### src/rtl/shift_pkg.sv
// Shared constants and state encoding for the shift unit arbiter and its shifter.
package shift_pkg;

    localparam int DATA_W  = 8;
    localparam int SHAMT_W = 3;

    localparam logic DIR_LEFT  = 1'b1;
    localparam logic DIR_RIGHT = 1'b0;

    typedef logic [1:0] state_t;
    localparam state_t IDLE = 2'd0;
    localparam state_t EXEC = 2'd1;
    localparam state_t RESP = 2'd2;

endpackage

### src/rtl/barrel_shifter.sv
// Logarithmic 8-bit logical shifter: one conditional stage per shift-amount bit,
// zero-filling from whichever end the data moves away from.
module barrel_shifter
    import shift_pkg::*;
(
    input  logic [DATA_W-1:0]  operand,
    input  logic [SHAMT_W-1:0] shamt,
    input  logic               dir,
    output logic [DATA_W-1:0]  result
);

    logic [DATA_W-1:0] stage [0:SHAMT_W];

    always_comb begin
        stage[0] = operand;
        for (int s = 0; s < SHAMT_W; s++) begin
            if (!shamt[s]) begin
                stage[s+1] = stage[s];
            end else if (dir == DIR_LEFT) begin
                stage[s+1] = stage[s] << (1 << s);
            end else begin
                stage[s+1] = stage[s] >> (1 << s);
            end
        end
    end

    assign result = stage[SHAMT_W];

endmodule

### src/rtl/shift_unit_arbiter.sv
// Round-robin front end that time-shares one barrel_shifter among NUM_REQ clients,
// returning each registered result tagged with the owning requester id.
module shift_unit_arbiter
    import shift_pkg::*;
#(
    parameter int NUM_REQ = 4,
    parameter int ID_W    = 2,
    parameter int CNT_W   = 16
) (
    input  logic                         clk,
    input  logic                         rst_n,
    input  logic [NUM_REQ-1:0]           req_valid,
    output logic [NUM_REQ-1:0]           req_ready,
    input  logic [NUM_REQ*DATA_W-1:0]    req_data,
    input  logic [NUM_REQ*SHAMT_W-1:0]   req_shamt,
    input  logic [NUM_REQ-1:0]           req_dir,
    output logic                         rsp_valid,
    input  logic                         rsp_ready,
    output logic [DATA_W-1:0]            rsp_data,
    output logic [ID_W-1:0]              rsp_id,
    output logic [CNT_W-1:0]             op_count
);

    state_t             state;
    logic [ID_W-1:0]    rr_ptr;
    logic [ID_W-1:0]    grant_id;
    logic [ID_W-1:0]    next_ptr;
    logic               grant_found;
    logic               handshake;
    logic [DATA_W-1:0]  op_data;
    logic [SHAMT_W-1:0] op_shamt;
    logic               op_dir;
    logic [ID_W-1:0]    op_id;
    logic [DATA_W-1:0]  shift_out;

    // Scan from ptr upward (wrapping); iterating backwards lets the closest hit win.
    function automatic logic [ID_W:0] rr_pick(input logic [NUM_REQ-1:0] valid,
                                              input logic [ID_W-1:0]    ptr);
        logic [ID_W:0] pick;
        int            idx;
        pick = '0;
        for (int k = NUM_REQ - 1; k >= 0; k--) begin
            idx = (int'(ptr) + k) % NUM_REQ;
            if (valid[idx]) begin
                pick = {1'b1, ID_W'(idx)};
            end
        end
        return pick;
    endfunction

    assign {grant_found, grant_id} = rr_pick(req_valid, rr_ptr);
    assign next_ptr  = (grant_id == ID_W'(NUM_REQ - 1)) ? '0 : grant_id + 1'b1;
    assign handshake = |(req_valid & req_ready);

    always_comb begin
        req_ready = '0;
        if (rst_n && state == IDLE && grant_found) begin
            req_ready[grant_id] = 1'b1;
        end
    end

    barrel_shifter u_shifter (
        .operand (op_data),
        .shamt   (op_shamt),
        .dir     (op_dir),
        .result  (shift_out)
    );

    always_ff @(posedge clk or negedge rst_n) begin
        if (!rst_n) begin
            state     <= IDLE;
            rr_ptr    <= '0;
            op_data   <= '0;
            op_shamt  <= '0;
            op_dir    <= 1'b0;
            op_id     <= '0;
            rsp_valid <= 1'b0;
            rsp_data  <= '0;
            rsp_id    <= '0;
            op_count  <= '0;
        end else begin
            case (state)
                IDLE: begin
                    if (handshake) begin
                        op_data  <= req_data[grant_id*DATA_W +: DATA_W];
                        op_shamt <= req_shamt[grant_id*SHAMT_W +: SHAMT_W];
                        op_dir   <= req_dir[grant_id];
                        op_id    <= grant_id;
                        rr_ptr   <= next_ptr;
                        state    <= EXEC;
                    end
                end
                EXEC: begin
                    rsp_data  <= shift_out;
                    rsp_id    <= op_id;
                    rsp_valid <= 1'b1;
                    state     <= RESP;
                end
                RESP: begin
                    // The counter holds at all-ones rather than wrapping.
                    if (rsp_ready) begin
                        rsp_valid <= 1'b0;
                        if (op_count != '1) begin
                            op_count <= op_count + 1'b1;
                        end
                        state <= IDLE;
                    end
                end
                default: state <= IDLE;
            endcase
        end
    end

endmodule

### config.mk
export PLATFORM = sky130hd
export DESIGN_NAME = shift_unit_arbiter
export DESIGN_NICKNAME = d
export VERILOG_FILES = /design/src/rtl/shift_pkg.sv /design/src/rtl/barrel_shifter.sv /design/src/rtl/shift_unit_arbiter.sv
export SDC_FILE = /design/constraint.sdc
export NUM_CORES = 1
export LEC_CHECK = 0
export CORE_AREA = 2 2 57 112
export CTS_CLUSTER_DIAMETER = 120
export DETAILED_ROUTE_END_ITERATION = 8
export DIE_AREA = 0 0 59 114
export HOLD_SLACK_MARGIN = 0.02
export MAX_ROUTING_LAYER = met4
export PLACE_DENSITY = 0.84
export REMOVE_ABC_BUFFERS = 1
export SLEW_MARGIN = 10
export SYNTH_ARGS = -nofsm -noshare
export SYNTH_HDL_FRONTEND = slang
export SYNTH_HIERARCHICAL = 1
export SYNTH_SLANG_ARGS = --single-unit
### constraint.sdc
create_clock -name clk -period 6.2 [get_ports clk]
set_clock_uncertainty 0.05 [all_clocks]
set_input_delay 1.24 -clock clk [delete_from_list [all_inputs] [get_ports clk]]
set_output_delay 1.24 -clock clk [all_outputs]
set_load 0.01 [all_outputs]
==> images/ff_map.png <==
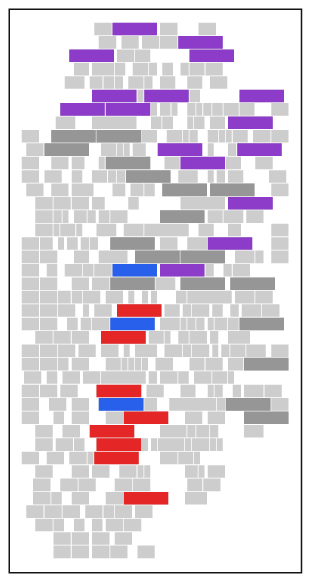
signal	colour	sequential cells
op_shamt	blue	3
op_count	purple	16
op_data	red	8
not coloured	18
FF/Latch Area: 1130 µm²
seq pwr: 0.569 mW
final core utilization: 66.3%
flop share of the area: 28.8%

==> images/clock_wires.png <==
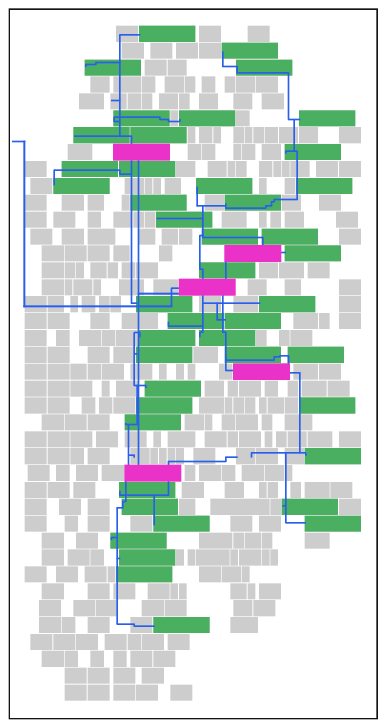
[clock-net drivers] magenta | count: 5
[flip-flops] green | count: 45
[clock wires] blue | length: 526 µm
routed clock nets	6
Clk pwr share: 16.6%
Clock net power: 0.267 mW
clk latency late pin: 0.29 ns

[critical path, cell delays in order]
cell and delay (ns):
clkdlybuf4s50_1 0.57, nor4_1 0.08, nor4b_1 0.51, inv_1 0.20, nor2_2 0.44, and2_1 0.21
clkdlybuf4s50_1 0.54
[flip-flops by register name (all words and copies together), names as in the netlist]
| signal | count |
|---|---|
| rr_ptr | 2 |
| op_shamt | 3 |
| state | 2 |
| op_data | 8 |
| op_count | 16 |
| op_dir | 1 |
| op_id | 2 |
| rsp_data | 8 |
| rsp_valid | 1 |
| rsp_id | 2 |
[report_power, final]
| group | internal, mW | total [mW] | switching (mW) |
|---|---|---|---|
| logic | 0.438 | 0.776 | 0.337 |
| registers | 0.394 | 0.569 | 0.175 |
| clock network | 0.151 | 0.267 | 0.116 |
| total | 0.984 | 1.61 | 0.628 |
==> impl_metrics.env <==
# physical design summary
export IMPL_ant_nets=0
export IMPL_synthTopCellsByCount="dfrtp_1 (45), mux2i_1 (39), inv_1 (18), mux2_2 (15), nor2_1 (14)"
export IMPL_yosysWarnings=6
export IMPL_ir_worst_vdd_mv=0.217
export IMPL_finalCritPeriodShare_pct=81.8
export IMPL_met1_length_mm=2.78
export IMPL_worstSetupStartpoint="req_valid[0]"
export IMPL_setup_viol=0
export IMPL_hold_buffers=0
export IMPL_top_area_share_pct=38.2
export IMPL_cts_setup_buffers=0
export IMPL_cts_tree="yes"
export IMPL_dr_max_layer_used="met4"
export IMPL_reg2reg_depth=8
export IMPL_hold_ws_ns=0.439
export IMPL_final_cell_area_um2=3920
export IMPL_chipArea_um2=6730
export IMPL_r2r_end="op_data[4]$_DFFE_PN0P_"
export IMPL_ys_cells=287
export IMPL_logic_family="multiplexers"
export IMPL_route_met3_wl_um=337
export IMPL_num_clock_buffers=5
export IMPL_dp_cells=419
export IMPL_comb_cells=205
export IMPL_cts_sinks=45
export IMPL_n_fill_cell=460
export IMPL_worst_slew_pin_slew_ns=0.919
export IMPL_synth_flop_count=45
export IMPL_endpoint="req_ready[2]"
export IMPL_synth_area_um2=2950
export IMPL_drtIter0Drc=141
export IMPL_use_met3_pct=2.95
export IMPL_clkCellAreaFrac_pct=3.83
export IMPL_dieHeight_um=114
export IMPL_mostFrequentLayoutCells="clkdlybuf4s50_1 (84), dfrtp_1 (45), mux2i_1 (39)"
export IMPL_dr_pass1_iters=5
export IMPL_first_global_vias=2483
export IMPL_buffers=88
export IMPL_pre_cts_ws_ns=1.19
export IMPL_sh_comb_area_pct=41.5
export IMPL_grt_max_degree=46
export IMPL_viasPerCell=5.89
export IMPL_yosysMostFrequentCell="dfrtp_1"
export IMPL_postSynthSeqShare_pct=38.2
export IMPL_port_buffers=85
export IMPL_r2r_start="rr_ptr[1]$_DFFE_PN0P_"
export IMPL_start_kind="primary input"
export IMPL_ff_type="dfrtp_1"
export IMPL_core_um2=5910
export IMPL_gp_congestion=0.777
export IMPL_syn_area_per_cell_um2=10.3
export IMPL_synthAoiAreaFrac_pct=14.2
export IMPL_nets=420
export IMPL_edf_count=0
export IMPL_status="finished clean"
export IMPL_rsz0062_at_grt="no"
export IMPL_cts_root_buf="clkbuf_16"
export IMPL_setup_tns_final_ns=0
export IMPL_hold_viol=0
export IMPL_place_area_um2=3770
export IMPL_detailed_place_hpwl_mm=5.01
export IMPL_critPathMaxFanout=13
export IMPL_topCellsByArea="dfrtp_1 (38%), mux2i_1 (13%), mux2_2 (5.7%)"
export IMPL_route_detailed_wl_per_inst_um=15.7
export IMPL_max_cap_viol_count=0
export IMPL_met2_usage_pct=35.6
export IMPL_warnings=25
export IMPL_ys_types=52
export IMPL_fp_util_pct=50.0
export IMPL_finalWorstPathRequiredPeriod_ns=5.07
export IMPL_fin_cells=427
export IMPL_ys_area_um2=2950
export IMPL_antennaDiodeCount=0
export IMPL_clock_path_buffers=2
export IMPL_syn2layout_area_growth_pct=32.7
export IMPL_fin_ws_ns=1.13
export IMPL_seq_cells=45
export IMPL_num_rows=40
export IMPL_cp_arrival_ns=3.78
export IMPL_syn_inst=287
export IMPL_slew_violations=0
export IMPL_critPathRequiredTime_ns=4.91
export IMPL_grt_ovfl_total=0
export IMPL_grt_use_total_pct=21.9
export IMPL_tap_cells=63
export IMPL_synthMuxAreaShare_pct=20.9
export IMPL_powerDensity_nw_per_um2=412
export IMPL_wl_met2_mm=3.50
export IMPL_vias=2514
export IMPL_buf_share_pct=22.2
export IMPL_final_layout_size_suffix_gt1_share_pct=14.0
export IMPL_power_total_mw=1.61
export IMPL_r2r_setup_slack_ns=3.27
Power and IR drop assume default switching activity.
